==> run_1/layer_met1.png <==
Drawn at 4 px/um. Supply wires on this layer in grey.
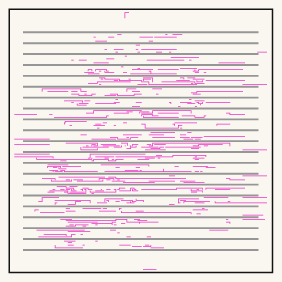
==> run_1/cell_density.png <==
Drawn at 6 px/um. The die is cut into 7 by 7 equal tiles; white is low, dark blue is high, 0 to 100% covered.
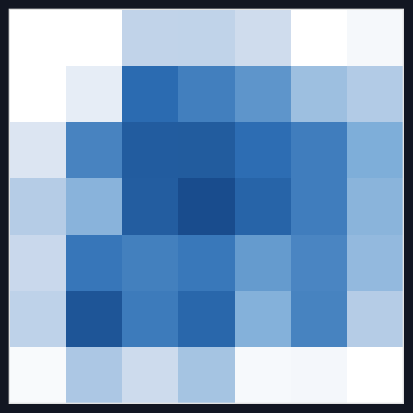
==> run_1/clocks.png <==
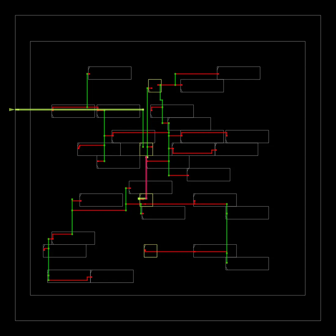
`src/rtl/axis_demux_4.sv`:
```
// axis_demux_4: AXI4-Stream 1-to-4 frame demultiplexer.
// Each whole frame is steered to the port chosen by `select`. `select` is
// sampled once, when the frame starts.
// A shared output register and a temp (skid) register allow one beat per
// cycle while keeping input_axis_tready registered.
// Optional feature: define AXIS_DEMUX_4_DROP_EN to add a `drop` input.
// `drop` is latched at frame start, and a frame latched with drop = 1 is
// accepted at full rate and discarded.
module axis_demux_4 #(
  parameter int DATA_WIDTH  = 8,
  parameter int USER_ENABLE = 1,
  parameter int USER_WIDTH  = 1
) (
  input  logic                  clk,
  input  logic                  rst,
  input  logic [DATA_WIDTH-1:0] input_axis_tdata,
  input  logic                  input_axis_tvalid,
  output logic                  input_axis_tready,
  input  logic                  input_axis_tlast,
  input  logic [USER_WIDTH-1:0] input_axis_tuser,
  output logic [DATA_WIDTH-1:0] output_0_axis_tdata,
  output logic                  output_0_axis_tvalid,
  input  logic                  output_0_axis_tready,
  output logic                  output_0_axis_tlast,
  output logic [USER_WIDTH-1:0] output_0_axis_tuser,
  output logic [DATA_WIDTH-1:0] output_1_axis_tdata,
  output logic                  output_1_axis_tvalid,
  input  logic                  output_1_axis_tready,
  output logic                  output_1_axis_tlast,
  output logic [USER_WIDTH-1:0] output_1_axis_tuser,
  output logic [DATA_WIDTH-1:0] output_2_axis_tdata,
  output logic                  output_2_axis_tvalid,
  input  logic                  output_2_axis_tready,
  output logic                  output_2_axis_tlast,
  output logic [USER_WIDTH-1:0] output_2_axis_tuser,
  output logic [DATA_WIDTH-1:0] output_3_axis_tdata,
  output logic                  output_3_axis_tvalid,
  input  logic                  output_3_axis_tready,
  output logic                  output_3_axis_tlast,
  output logic [USER_WIDTH-1:0] output_3_axis_tuser,
  input  logic                  enable,
  input  logic [1:0]            select
`ifdef AXIS_DEMUX_4_DROP_EN
  ,
  input  logic                  drop
`endif
);

  // Frame control state
  logic                  frame_reg, frame_next;
  logic [1:0]            select_reg, select_next;
  logic                  drop_reg, drop_next;
  logic                  tready_reg, tready_next;

  // Shared output register and skid register
  logic                  out_valid, tmp_valid;
  logic [DATA_WIDTH-1:0] out_data, tmp_data;
  logic                  out_last, tmp_last;
  logic [USER_WIDTH-1:0] out_user, tmp_user;

  logic                  drop_cur;
  logic [USER_WIDTH-1:0] user_in;
  logic [3:0]            port_ready;
  logic [3:0]            port_valid;
  logic                  sel_ready;
  logic                  accept;
  logic                  store;
  logic                  draining;
  logic                  buf_empty;
  logic                  early;

`ifdef AXIS_DEMUX_4_DROP_EN
  assign drop_cur = drop;
`else
  assign drop_cur = 1'b0;
`endif

  assign user_in    = (USER_ENABLE != 0) ? input_axis_tuser : '0;
  assign port_ready = {output_3_axis_tready, output_2_axis_tready,
                       output_1_axis_tready, output_0_axis_tready};

  // A beat only lands in the buffers when it is accepted and not discarded.
  assign accept    = input_axis_tvalid && tready_reg;
  assign store     = accept && !drop_reg;
  assign draining  = !out_valid || sel_ready;
  assign buf_empty = !out_valid && !tmp_valid;
  // Room for another beat next cycle without overflowing the skid register.
  assign early     = !tmp_valid && (!out_valid || sel_ready || !accept);

  // Control state register
  always_ff @(posedge clk or posedge rst) begin
    if (rst) begin
      frame_reg  <= 1'b0;
      select_reg <= 2'd0;
      drop_reg   <= 1'b0;
      tready_reg <= 1'b0;
    end else begin
      frame_reg  <= frame_next;
      select_reg <= select_next;
      drop_reg   <= drop_next;
      tready_reg <= tready_next;
    end
  end

  // Next-state: start frames, end them on tlast, compute the next input ready.
  // A new frame may start while the buffers drain only if it keeps the same
  // port. Otherwise the drain would be routed to the wrong port.
  always_comb begin
    frame_next  = frame_reg;
    select_next = select_reg;
    drop_next   = drop_reg;
    if (frame_reg) begin
      if (accept && input_axis_tlast) begin
        frame_next = 1'b0;
      end
    end else if (enable && input_axis_tvalid &&
                 (buf_empty || (select == select_reg))) begin
      frame_next  = 1'b1;
      select_next = select;
      drop_next   = drop_cur;
    end
    tready_next = frame_next && (drop_next || early);
  end

  // Output decode: only the latched port sees the shared valid
  always_comb begin
    port_valid             = 4'b0000;
    port_valid[select_reg] = out_valid;
    sel_ready              = port_ready[select_reg];
  end

  // Skid datapath: the output register drains first; the temp register refills it.
  always_ff @(posedge clk or posedge rst) begin
    if (rst) begin
      out_valid <= 1'b0;
      out_data  <= '0;
      out_last  <= 1'b0;
      out_user  <= '0;
      tmp_valid <= 1'b0;
      tmp_data  <= '0;
      tmp_last  <= 1'b0;
      tmp_user  <= '0;
    end else if (draining) begin
      if (tmp_valid) begin
        out_valid <= 1'b1;
        out_data  <= tmp_data;
        out_last  <= tmp_last;
        out_user  <= tmp_user;
        tmp_valid <= 1'b0;
      end else if (store) begin
        out_valid <= 1'b1;
        out_data  <= input_axis_tdata;
        out_last  <= input_axis_tlast;
        out_user  <= user_in;
      end else begin
        out_valid <= 1'b0;
      end
    end else if (store) begin
      tmp_valid <= 1'b1;
      tmp_data  <= input_axis_tdata;
      tmp_last  <= input_axis_tlast;
      tmp_user  <= user_in;
    end
  end

  assign input_axis_tready = tready_reg;

  assign output_0_axis_tvalid = port_valid[0];
  assign output_1_axis_tvalid = port_valid[1];
  assign output_2_axis_tvalid = port_valid[2];
  assign output_3_axis_tvalid = port_valid[3];

  assign output_0_axis_tdata = out_data;
  assign output_1_axis_tdata = out_data;
  assign output_2_axis_tdata = out_data;
  assign output_3_axis_tdata = out_data;

  assign output_0_axis_tlast = out_last;
  assign output_1_axis_tlast = out_last;
  assign output_2_axis_tlast = out_last;
  assign output_3_axis_tlast = out_last;

  assign output_0_axis_tuser = out_user;
  assign output_1_axis_tuser = out_user;
  assign output_2_axis_tuser = out_user;
  assign output_3_axis_tuser = out_user;

endmodule

```
`config.mk`:
```
export PLATFORM = sky130hd
export DESIGN_NAME = axis_demux_4
export DESIGN_NICKNAME = d
export VERILOG_FILES = /design/src/rtl/axis_demux_4.sv
export SDC_FILE = /design/constraint.sdc
export NUM_CORES = 1
export LEC_CHECK = 0
export CORE_MARGIN = 3
export CORE_UTILIZATION = 41
export DETAILED_ROUTE_END_ITERATION = 10
export GPL_TIMING_DRIVEN = 1
export PLACE_DENSITY = 0.85
export SETUP_SLACK_MARGIN = 0.4
export SYNTH_ARGS = -nofsm -noshare
export SYNTH_HDL_FRONTEND = slang
export SYNTH_SLANG_ARGS = --single-unit
export TNS_END_PERCENT = 20
```
`constraint.sdc`:
```
create_clock -name clk -period 4.2 [get_ports clk]
set_input_delay 0.42 -clock clk [delete_from_list [all_inputs] [get_ports clk]]
set_output_delay 0.42 -clock clk [all_outputs]
set_load 0.02 [all_outputs]
```
==> flow_summary.ini, run 1 <==
; implementation run metrics
[power_and_ir_drop]
p_int_w = 0.000916
finalPower_w = 0.00160
p_comb_frac = 0.612

[critical_path]
reg2reg_setup_slack_ns = 2.34
crit_chain = nor2b_1, nor2b_1, clkdlybuf4s50_1
critPathLaunch = select_reg[1]
required_ns = 3.78
crit_buf_inv = 1

[finish]
nNetsFinal = 190
buf_share = 0.335
finalNonFillerCells = 213
lay_top_count = clkdlybuf4s50_1
n_fill_cell = 284
drive_above_1_share = 0.118
diodes = 0

[synth]
numSynthFlops = 27
yosysCellCount = 134
largest_area_cell = dfrtp_1
yosysMostFrequentCell = buf_4
ys_sh_simple = 0.0899
logic_family = buffers and inverters
yosys_area_mm2 = 0.00145
syn-mean-instance-area_um2 = 10.8
ys.flop_type = dfrtp_1

[placement]
gp_congestion = 0.813
io_buffers = 64
dpl_cell_area_mm2 = 0.00190

[clock_network]
ctsHtreeMaxLevel = 1
cts_buffer_depth = 2
insertion_delay_ns = 0.33

[sta]
setup_viol_count_final = 0
finalClockPeriodUsage = 0.536
worst_slew_margin_rel = 0.324
fin_setup_tns_ns = 0
rsz0062_at_grt = false
finalCriticalPeriod_ns = 2.25

[global_route]
first_global_vias = 1006
grt_pass1_wl_mm = 4.76

[run_status]
status = finished clean

[detailed_routing]
drt-met1-wl_mm = 1.23
ant_nets = 0
route.met3.wl_um = 232
routed_wl_mm = 2.89

[worst_hold_path]
hold_depth = 1

[job]
cap_violations = 0

[die]
die-width_um = 65.4
dieHeight_um = 65.4
core_area_mm2 = 0.00320
Notes on layer_met1.png above:
The longest straight run is 21.6 um. 156 nets have wire on it. The layer holds 43% of the routed length.

Notes on cell_density.png above:
The mean over all tiles is 44%. The fullest tile reaches 89%. The emptiest ninth of the die: top left. 18% of the tiles are over 75% full. The densest ninth of the die: middle.

Notes on clocks.png above:
clk sinks: 27
Num CTS Buffers: 3
worst clock skew: 0.00666 ns
Clk. pwr: 0.000117 W

==> run_1/layer_met3.png <==
Drawn at 8 px/um.
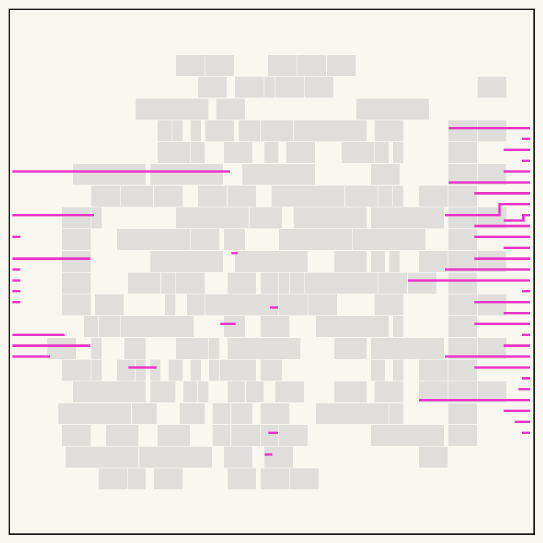

==> inputs of run 2 (changes only) <==
==> constraint.sdc (replaced) <==
create_clock -name clk -period 2.1 [get_ports clk]
set_input_delay 0.21 -clock clk [delete_from_list [all_inputs] [get_ports clk]]
set_output_delay 0.21 -clock clk [all_outputs]
set_load 0.02 [all_outputs]
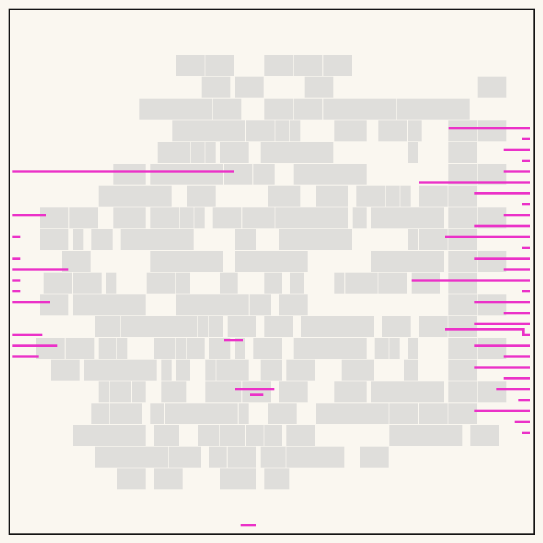
(run_2/layer_met3.png)
Drawn at 8 px/um.
The longest straight run is 27.4 um. The layer holds 7.2% of the routed length. The wires run mostly horizontal. 43 nets have wire on it.

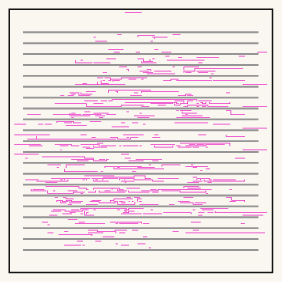
(run_2/layer_met1.png)
Drawn at 4 px/um. Supply wires on this layer in grey.
The layer carries 1190 um of wire. The wires run mostly horizontal. 160 nets have wire on it. The longest straight run is 22.1 um. The layer holds 41% of the routed length.

==> run 2 against run 1 <==
Effect of this change: critical path depth unchanged; sequential cell count unchanged; global-route usage is 0.43 points higher; sequential power is 99% higher; non-clock buffer count is 4 higher; count of clock-buffer cells in the layout is the same; cell count up 1.9%; design area increased by 2.3%; synthesized cell count unchanged; largest cell class is now buffers.
==> flow_summary.ini, run 2 <==
; implementation run metrics
[finish]
n_fill_cell = 263
nNetsFinal = 194
diodes = 0
lay_top_count = clkdlybuf4s50_1
buf_share = 0.350

[clock_network]
cts_buffers = 3
cts_num_sinks = 27
cts_buffer_depth = 2

[global_route]
grt_use_met3 = 0.0376
grt_pass1_wl_mm = 4.91
first_global_vias = 1069

[sta]
fin_setup_tns_ns = 0
finalCriticalPeriod_ns = 1.67

[critical_path]
reg2reg_setup_slack_ns = 0.45
crit_chain = and2_1, nor2b_1, clkdlybuf4s15_1
required_ns = 1.89
crit_buf_inv = 1
critPathLaunch = select_reg[1]

[die]
core_area_mm2 = 0.00320
initCoreUtil = 0.452

[synth]
yosysMostFrequentCell = buf_4
ys.flop_type = dfrtp_1
ys_sh_simple = 0.0899
logic_family = buffers and inverters
yosysCellCount = 134
yosys_area_mm2 = 0.00145
numSynthFlops = 27
syn-mean-instance-area_um2 = 10.8

[detailed_routing]
routed_wl_mm = 2.92
drt-met1-wl_mm = 1.19

[power_and_ir_drop]
pwr.group.clock_w = 0.000220
finalPower_w = 0.00321

[run_status]
status = finished clean
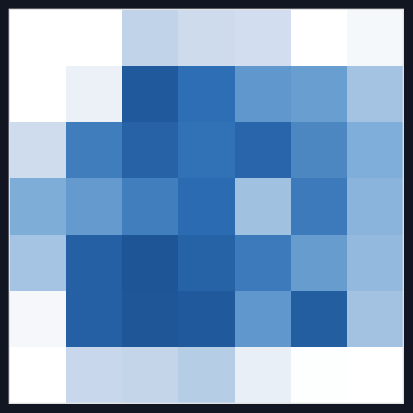
(run_2/cell_density.png)
Drawn at 6 px/um. The die is cut into 7 by 7 equal tiles; white is low, dark blue is high, 0 to 100% covered.
22% of the tiles are over 75% full. The densest ninth of the die: middle. 14% of the tiles are nearly empty. The mean over all tiles is 45%. The emptiest ninth of the die: top left.

==> run_2/clocks.png <==
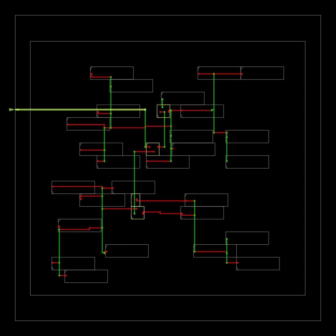

==> inputs of run 3 (changes only) <==
==> constraint.sdc (replaced) <==
create_clock -name clk -period 1.72 [get_ports clk]
set_input_delay 0.172 -clock clk [delete_from_list [all_inputs] [get_ports clk]]
set_output_delay 0.172 -clock clk [all_outputs]
set_load 0.02 [all_outputs]
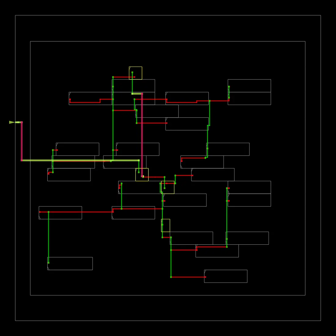
(run_3/clocks.png)
flop count: 27
Clk. pwr: 0.000269 W
Worst-Skew Late Latency: 0.32 ns

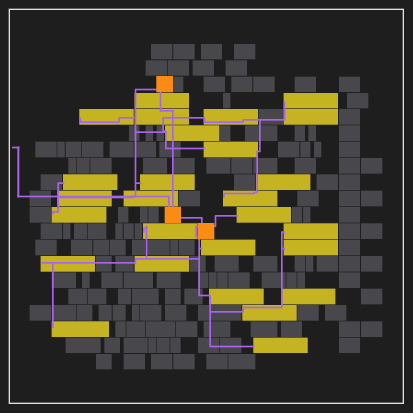
(run_3/clk_routes.png)
Drawn at 6 px/um.
Key: orange = clock drivers [count 3]; yellow = flip-flops [count 27]; purple = clock wires [length 292 um]
There are 4 routed clock nets.

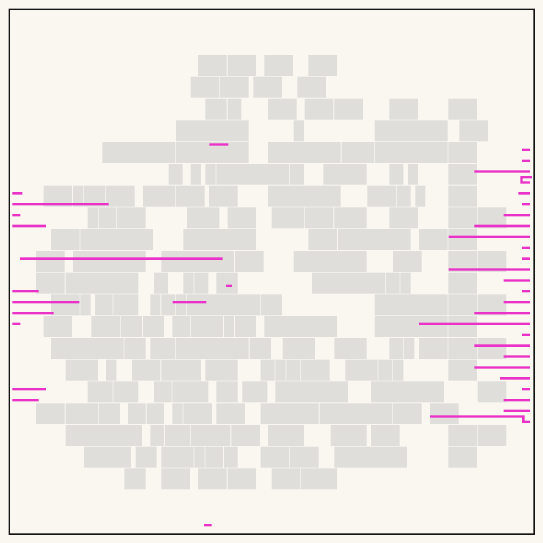
(run_3/layer_met3.png)
Drawn at 8 px/um.
The wires run mostly horizontal. The layer carries 183 um of wire. 38 nets have wire on it.

==> run 3 against run 2 <==
Effect of this change: total power is 25% higher; die size did not move; clock power grew 22%; global-route usage grew 0.13 points; via count is 0.76% higher; routed wire length up 2.7%; core utilization up 1.6 points; sequential share of layout area decreased by 0.89 points; first-iteration DRC count fell by 68%; critical path type is now register to register; critical path depth up 2.
==> flow_summary.ini, run 3 <==
; implementation run metrics
[run_status]
status = finished clean

[sta]
finalCriticalPeriod_ns = 1.57
fin_setup_tns_ns = 0

[global_route]
first_global_vias = 1137
grt_use_met3 = 0.0359

[critical_path]
critPathLaunch = select_reg[0]
reg2reg_setup_slack_ns = 0.15
required_ns = 1.94
crit_buf_inv = 1
crit_chain = buf_4, xnor2_2, a21oi_2, nor3_2, mux2_2

[finish]
n_fill_cell = 255
diodes = 0
buf_share = 0.352
nNetsFinal = 198

[synth]
ys.flop_type = dfrtp_1
yosys_area_mm2 = 0.00145
logic_family = buffers and inverters
syn-mean-instance-area_um2 = 10.8
yosysCellCount = 134
ys_sh_simple = 0.0899
yosysMostFrequentCell = buf_4

[detailed_routing]
drt-met1-wl_mm = 1.19
routed_wl_mm = 3.00

[clock_network]
cts_buffer_depth = 2
cts_buffers = 3

[die]
core_area_mm2 = 0.00320
initCoreUtil = 0.452
Power is estimated from default activity; no workload was simulated.
